--- src/rtl/multi_alarm_scheduler.sv ---
// multi_alarm_scheduler: N weekday alarm channels with ring/timeout sequencing.
// Optional snooze state is built when ALARM_SNOOZE_EN is defined.
module multi_alarm_scheduler #(
  parameter int N_CH           = 4,
  parameter int CH_W           = 2,
  parameter int RING_TIMEOUT_S = 60,
  parameter int SNOOZE_MIN     = 5
) (
  input  logic            clk,
  input  logic            reset,
  input  logic [5:0]      cur_hour,
  input  logic [5:0]      cur_min,
  input  logic [5:0]      cur_sec,
  input  logic [2:0]      cur_day,
  input  logic            wr_en,
  input  logic [CH_W-1:0] wr_ch,
  input  logic [5:0]      wr_hour,
  input  logic [5:0]      wr_min,
  input  logic [6:0]      wr_daymask,
  input  logic            wr_on,
  input  logic            ack,
  input  logic            snooze,
  output logic            ring,
  output logic [CH_W-1:0] ring_ch,
  output logic [N_CH-1:0] pending,
  output logic [N_CH-1:0] missed
);

`ifdef ALARM_SNOOZE_EN
  typedef enum logic [1:0] {
    IDLE = 2'd0,
    RING = 2'd1,
    SNZ  = 2'd2
  } st_t;
`else
  typedef enum logic {
    IDLE = 1'b0,
    RING = 1'b1
  } st_t;
`endif

  localparam logic [7:0] RC_LOAD = 8'(RING_TIMEOUT_S);

  st_t             st_q   [N_CH];
  st_t             st_d   [N_CH];
  logic [7:0]      rcnt_q [N_CH];
  logic [7:0]      rcnt_d [N_CH];
  logic [5:0]      hr_q   [N_CH];
  logic [5:0]      mn_q   [N_CH];
  logic [6:0]      msk_q  [N_CH];
  logic [N_CH-1:0] on_q;
  logic [N_CH-1:0] miss_d;
  logic [N_CH-1:0] match;
  logic [N_CH-1:0] wr_hit;
  logic [N_CH-1:0] ack_hit;
  logic [N_CH-1:0] rmask_d;
  logic [N_CH-1:0] pmask_d;
  logic [CH_W-1:0] rch_d;
  logic [5:0]      sec_q;
  logic            sec_tick;
  logic            min_tick;
  logic            wr_ok;

`ifdef ALARM_SNOOZE_EN
  localparam logic [5:0] SC_LOAD = 6'(SNOOZE_MIN);

  logic [5:0]      scnt_q [N_CH];
  logic [5:0]      scnt_d [N_CH];
  logic [N_CH-1:0] snz_hit;
  logic [CH_W-1:0] lowp;
  logic [CH_W-1:0] tgt;
`else
  logic unused_snz;
  assign unused_snz = snooze | (SNOOZE_MIN == 0);
`endif

  assign sec_tick = cur_sec != sec_q;
  assign min_tick = sec_tick && (cur_sec == 6'd0);
  assign wr_ok    = wr_en && (wr_hour <= 6'd23)
                    && (wr_min <= 6'd59);

  // Registered copy of the seconds field for tick detection.
  always_ff @(posedge clk or negedge reset) begin
    if (!reset) sec_q <= 6'd0;
    else        sec_q <= cur_sec;
  end

`ifdef ALARM_SNOOZE_EN
  // Lowest pending channel: ack target when nothing rings.
  always_comb begin
    lowp = '0;
    for (int i = N_CH-1; i >= 0; i--)
      if (pending[i]) lowp = CH_W'(i);
  end

  assign tgt = ring ? ring_ch : lowp;
`endif

  // Per-channel match, write and dismiss decode.
  always_comb begin
    match   = '0;
    wr_hit  = '0;
    ack_hit = '0;
`ifdef ALARM_SNOOZE_EN
    snz_hit = '0;
`endif
    for (int i = 0; i < N_CH; i++) begin
      match[i] = min_tick && on_q[i]
        && (hr_q[i] == cur_hour)
        && (mn_q[i] == cur_min)
        && (|({1'b0, msk_q[i]} & (8'd1 << cur_day)));
      wr_hit[i] = wr_ok && (wr_ch == CH_W'(i));
`ifdef ALARM_SNOOZE_EN
      ack_hit[i] = ack && pending[i]
        && (tgt == CH_W'(i));
      snz_hit[i] = snooze && (st_q[i] == RING)
        && (ring_ch == CH_W'(i));
`else
      ack_hit[i] = ack && (st_q[i] == RING)
        && (ring_ch == CH_W'(i));
`endif
    end
  end

  // Channel state, counters and sticky missed flags.
  always_comb begin
    miss_d = missed;
    for (int i = 0; i < N_CH; i++) begin
      st_d[i]   = st_q[i];
      rcnt_d[i] = rcnt_q[i];
`ifdef ALARM_SNOOZE_EN
      scnt_d[i] = scnt_q[i];
`endif
      if (wr_hit[i]) begin
        st_d[i]   = IDLE;
        miss_d[i] = 1'b0;
      end else if (match[i]) begin
        st_d[i]   = RING;
        rcnt_d[i] = RC_LOAD;
        miss_d[i] = 1'b0;
      end else if (st_q[i] == RING) begin
        if (ack_hit[i]) begin
          st_d[i] = IDLE;
`ifdef ALARM_SNOOZE_EN
        end else if (snz_hit[i]) begin
          st_d[i]   = SNZ;
          scnt_d[i] = SC_LOAD;
`endif
        end else if (sec_tick) begin
          if (rcnt_q[i] == 8'd1) begin
            st_d[i]   = IDLE;
            miss_d[i] = 1'b1;
          end else begin
            rcnt_d[i] = rcnt_q[i] - 8'd1;
          end
        end
`ifdef ALARM_SNOOZE_EN
      end else if (st_q[i] == SNZ) begin
        if (ack_hit[i]) begin
          st_d[i] = IDLE;
        end else if (min_tick) begin
          if (scnt_q[i] == 6'd1) begin
            st_d[i]   = RING;
            rcnt_d[i] = RC_LOAD;
          end else begin
            scnt_d[i] = scnt_q[i] - 6'd1;
          end
        end
`endif
      end
    end
  end

  // Output masks and lowest ringing channel from next state.
  always_comb begin
    rmask_d = '0;
    pmask_d = '0;
    rch_d   = '0;
    for (int i = N_CH-1; i >= 0; i--) begin
      rmask_d[i] = st_d[i] == RING;
      pmask_d[i] = st_d[i] != IDLE;
      if (st_d[i] == RING) rch_d = CH_W'(i);
    end
  end

  // State and registered status outputs.
  always_ff @(posedge clk or negedge reset) begin
    if (!reset) begin
      for (int i = 0; i < N_CH; i++) begin
        st_q[i]   <= IDLE;
        rcnt_q[i] <= 8'd0;
      end
      ring    <= 1'b0;
      ring_ch <= '0;
      pending <= '0;
      missed  <= '0;
    end else begin
      for (int i = 0; i < N_CH; i++) begin
        st_q[i]   <= st_d[i];
        rcnt_q[i] <= rcnt_d[i];
      end
      ring    <= |rmask_d;
      ring_ch <= rch_d;
      pending <= pmask_d;
      missed  <= miss_d;
    end
  end

`ifdef ALARM_SNOOZE_EN
  // Snooze minute counters.
  always_ff @(posedge clk or negedge reset) begin
    if (!reset) begin
      for (int i = 0; i < N_CH; i++)
        scnt_q[i] <= 6'd0;
    end else begin
      for (int i = 0; i < N_CH; i++)
        scnt_q[i] <= scnt_d[i];
    end
  end
`endif

  // Channel configuration; out-of-range writes are dropped.
  always_ff @(posedge clk or negedge reset) begin
    if (!reset) begin
      on_q <= '0;
      for (int i = 0; i < N_CH; i++) begin
        hr_q[i]  <= 6'd0;
        mn_q[i]  <= 6'd0;
        msk_q[i] <= 7'h7F;
      end
    end else begin
      for (int i = 0; i < N_CH; i++) begin
        if (wr_hit[i]) begin
          on_q[i]  <= wr_on;
          hr_q[i]  <= wr_hour;
          mn_q[i]  <= wr_min;
          msk_q[i] <= wr_daymask;
        end
      end
    end
  end

endmodule

--- config.mk ---
export PLATFORM = sky130hd
export DESIGN_NAME = multi_alarm_scheduler
export DESIGN_NICKNAME = d
export VERILOG_FILES = /design/src/rtl/multi_alarm_scheduler.sv
export SDC_FILE = /design/constraint.sdc
export NUM_CORES = 1
export LEC_CHECK = 0
export ABC_AREA = 1
export CORE_UTILIZATION = 60
export CTS_CLUSTER_SIZE = 16
export DETAILED_ROUTE_END_ITERATION = 7
export PLACE_DENSITY = 0.93
export SLEW_MARGIN = 20
export SYNTH_ARGS = -nofsm -noshare
export SYNTH_HDL_FRONTEND = slang
export SYNTH_SLANG_ARGS = --single-unit
--- constraint.sdc ---
create_clock -name clk -period 2.35 [get_ports clk]
set_input_delay 0.235 -clock clk [delete_from_list [all_inputs] [get_ports clk]]
set_output_delay 0.235 -clock clk [all_outputs]
set_load 0.05 [all_outputs]
**M2 wires**

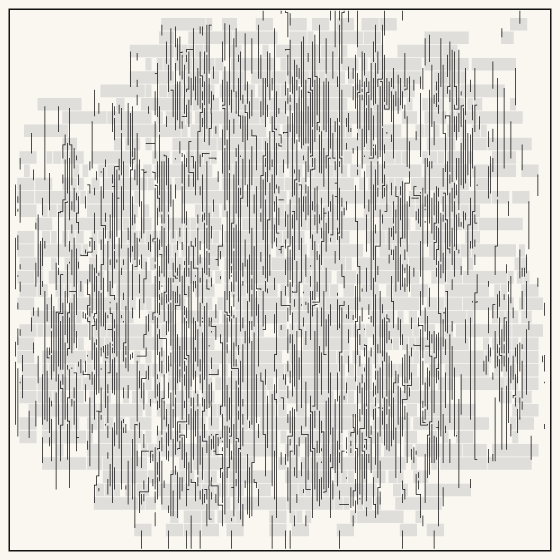
wire length on this layer	8,310 um
main direction	vertical
total number of vias: 6,188
Total Routed Length: 16.3 mm
met2 layer usage reported by global route: 50.5%

**Placed cells, one color a class**

Fill, decap, tap and diode cells in gray.
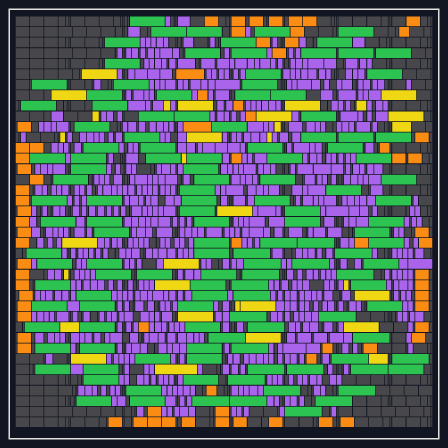
class	color	cells
remaining buffers and delay cells	orange	70
combinational and other logic	purple	752
sequential cells	green	129
clock drivers and dummy loads	yellow	32
post-route design area: 0.00838 mm2
core footprint: 0.0114 mm2
utilization after layout: 73.4%
flop share of the area: 38.9%

**Signal wires on met3**

The bar under the picture is 20 um long.
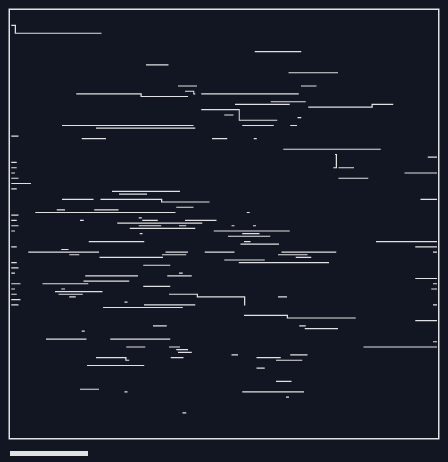
share of all routed wire	6.3%
nets with wire on the layer	102
GR met3 Demand/Resource: 6.76%

**Cell outlines without signal wires**

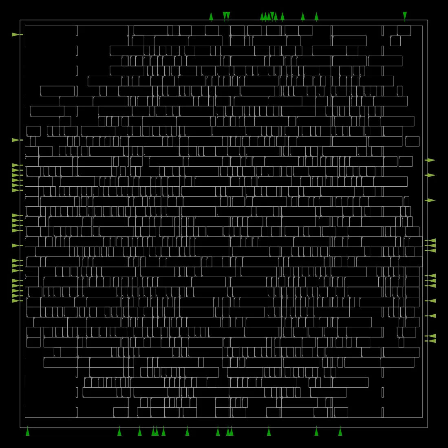
non-filler instance count after layout: 1,126
number of well taps: 143

**I/O nets highlighted**

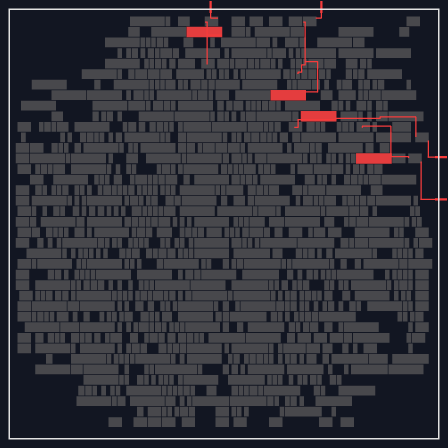
port	color	bits	direction	end cells	buffers	wire
missed	red	4	output	4	4	131 um
I/O Buffers: 57
ports placed on the boundary: 59

[power groups by stage]
stage	clock network, uW	registers, uW	logic (uW)
after global placement	0	2800	840
after detailed placement	0	2810	884
after global routing	2640	2830	1030
after floorplan	0	2770	594
final	2510	2800	903
after CTS	2540	2790	905
[kinds of logic after synthesis]
family          share of synthesized area, %
simple gates                            29.9
fa+ha+maj                               1.42
buf+inv                                 8.52
compound gates                          9.87
xor+xnor                                3.98
flops                                   46.3
[stage by stage]
stage | power [uW] | utilization [%]
floorplan | 3360 | -
global placement | 3640 | 68.3
detailed placement | 3700 | 68.3
CTS | 6240 | 73.4
global route | 6510 | 73.4
finish | 6210 | 73.4
[worst max path at each step]
stage	from	endpoint	slack [ns]	depth (start not counted)
2_1_floorplan	ring_ch[0]	rcnt_q[5]	0.60	9
4_1_cts	cur_day[0]	rcnt_q[17]	0.41	12
5_1_grt	cur_day[1]	rcnt_q[17]	0.28	12
6_report	cur_day[1]	rcnt_q[17]	0.39	12
3_5_place_dp	cur_day[1]	rcnt_q[22]	0.09	12
3_3_place_gp	cur_day[1]	rcnt_q[17]	0.13	12
[final cells by class]
cell class                 instances  area [um2]  area share (%)
sequential                       129        3260            38.9
multi-input combinational        625        3180            38.0
clock inverter                     5        52.6           0.627
inverter                         127         493            5.88
timing repair buffer              70         693            8.27
clock buffer                      27         514            6.14
tap                              143         179            2.14
[sequential cells by signal (all words and copies together) (netlist names)]
signal and count:
rcnt_q 32, msk_q 28, hr_q 24, mn_q 24
sec_q 6, missed 4, on_q 4, pending 4
ring_ch 2, ring 1
[repair_timing]
| item | CTS | global route |
|---|---|---|
| endpoints found under the hold margin | 22 | 0 |
| endpoints found under the setup margin | 0 | 0 |
| hold buffers | 1 | 0 |
==> impl_metrics.json <==
{
  "hold_path_class": "input pin to flop",
  "area_growth_syn_to_layout_pct": 18.9,
  "netSwitchingFraction_pct": 26.5,
  "rr_worst_depth": 10,
  "initCoreUtil_pct": 61.7,
  "post-cts-setup-buffers": 0,
  "tightest_slew_ns": 0.692,
  "num-nets-final": 1026,
  "routability_cong": 0.898,
  "synth-edff-count": 0,
  "fin_crit_ns": 1.96,
  "critPathMostFrequentCell": "sky130_fd_sc_hd__nand2_1",
  "combinationalPowerShare_pct": 14.5,
  "synth-warning-count": 0,
  "clk-insertion-delay-late_ns": 0.42,
  "final_layout_size_suffix_gt1_share_pct": 13.3,
  "holdPathEnd": "sec_q[1]",
  "antennaDiodeCount": 0,
  "drt-wirelength-per-cell_um": 14.5,
  "post-dp-hpwl_mm": 11.4,
  "min_from": "cur_sec[1]",
  "aggregate_global_routing_overflow": 0,
  "synth.area.top_cells": "sky130_fd_sc_hd__dfrtp_1, sky130_fd_sc_hd__nand2_1, sky130_fd_sc_hd__dfstp_2",
  "series_of_cell_instances_along_the_critical_path": "clkdlybuf4s50_1, buf_4, nor3_2, nand2_1, nand2_1, nor2_1, nand2_1, nand3_2, nand2_2, nand2_2, nand2_1, o21ai_1",
  "max_freq_mhz": 510,
  "rr_endpoint": "rcnt_q[17]",
  "n_fill_cell": 820,
  "detail_route.drc_violations": 0,
  "clock-root-buffer": "sky130_fd_sc_hd__clkbuf_16",
  "yosysSeqAreaShare_pct": 46.3,
  "power.net_switching_uw": 1650,
  "drt-met1-wl_mm": 6.64,
  "lay_top_count": "sky130_fd_sc_hd__nand2_1",
  "p_clk_share_pct": 40.4,
  "power-per-cell-area_mw_per_mm2": 742,
  "grt_pass1_wl_mm": 27.1,
  "synthMostInstantiatedCell": "sky130_fd_sc_hd__nand2_1",
  "stage_log_warnings": 31,
  "crit_buf_inv": 2,
  "setup_tns_ns": 0,
  "timing.critical_path.to_type": "flop",
  "synth_area_leader": "sky130_fd_sc_hd__dfrtp_1",
  "syn_area_per_cell_um2": 7.81,
  "synth_chip_area_mm2": 0.00705,
  "post_synth_inst_count": 902,
  "timing.final.crit_share_pct": 83.4,
  "p_leak_uw": 0.00421,
  "placement_rows": 39,
  "dr_wl_met2_mm": 8.31,
  "path_class": "input pin to flop",
  "top_layer_used": "met4",
  "status": "complete, no violations",
  "lay_top_cells": "sky130_fd_sc_hd__nand2_1, sky130_fd_sc_hd__inv_1, sky130_fd_sc_hd__dfrtp_1",
  "htreeDepth": 4,
  "path_max_fanout": 6,
  "cpMaxStageDelayCell": "sky130_fd_sc_hd__clkdlybuf4s50_1",
  "grt_antenna_before_repair": 0,
  "rr_startpoint": "mn_q[13]",
  "synth-async-reset-ratio_pct": 100,
  "dpl.cell_count": 1093,
  "met3_wirelength_mm": 1.03,
  "crit_arrival_ns": 2.25,
  "fin_hold_viols": 0,
  "p_seq_share_pct": 45.0,
  "ir_worst_vdd_uv": 612,
  "clkSlewWorstSetupHoldPaths_ns": 0.06,
  "setup_viol": 0,
  "timing.hold.worst_path_depth": 1,
  "chip_area_mm2": 0.0122,
  "netlist.area_leader.share_pct": 35.9,
  "post-route-worst-setup-slack_ns": 0.391,
  "area_post_placement_mm2": 0.00780,
  "grt_use_met1_pct": 36.2,
  "post_cts.resized_instances": 0,
  "dr.first_iter.drc_count": 427,
  "grt_start_max_net_pins": 54,
  "die_height_um": 110,
  "drv_slew": 0,
  "worstPathRequired_ns": 2.64,
  "regToRegSetupSlack_ns": 0.57,
  "yosysCellCount": 902,
  "tritoncts": "built"
}
No activity file was given, so power comes from the tool's default toggle rates.
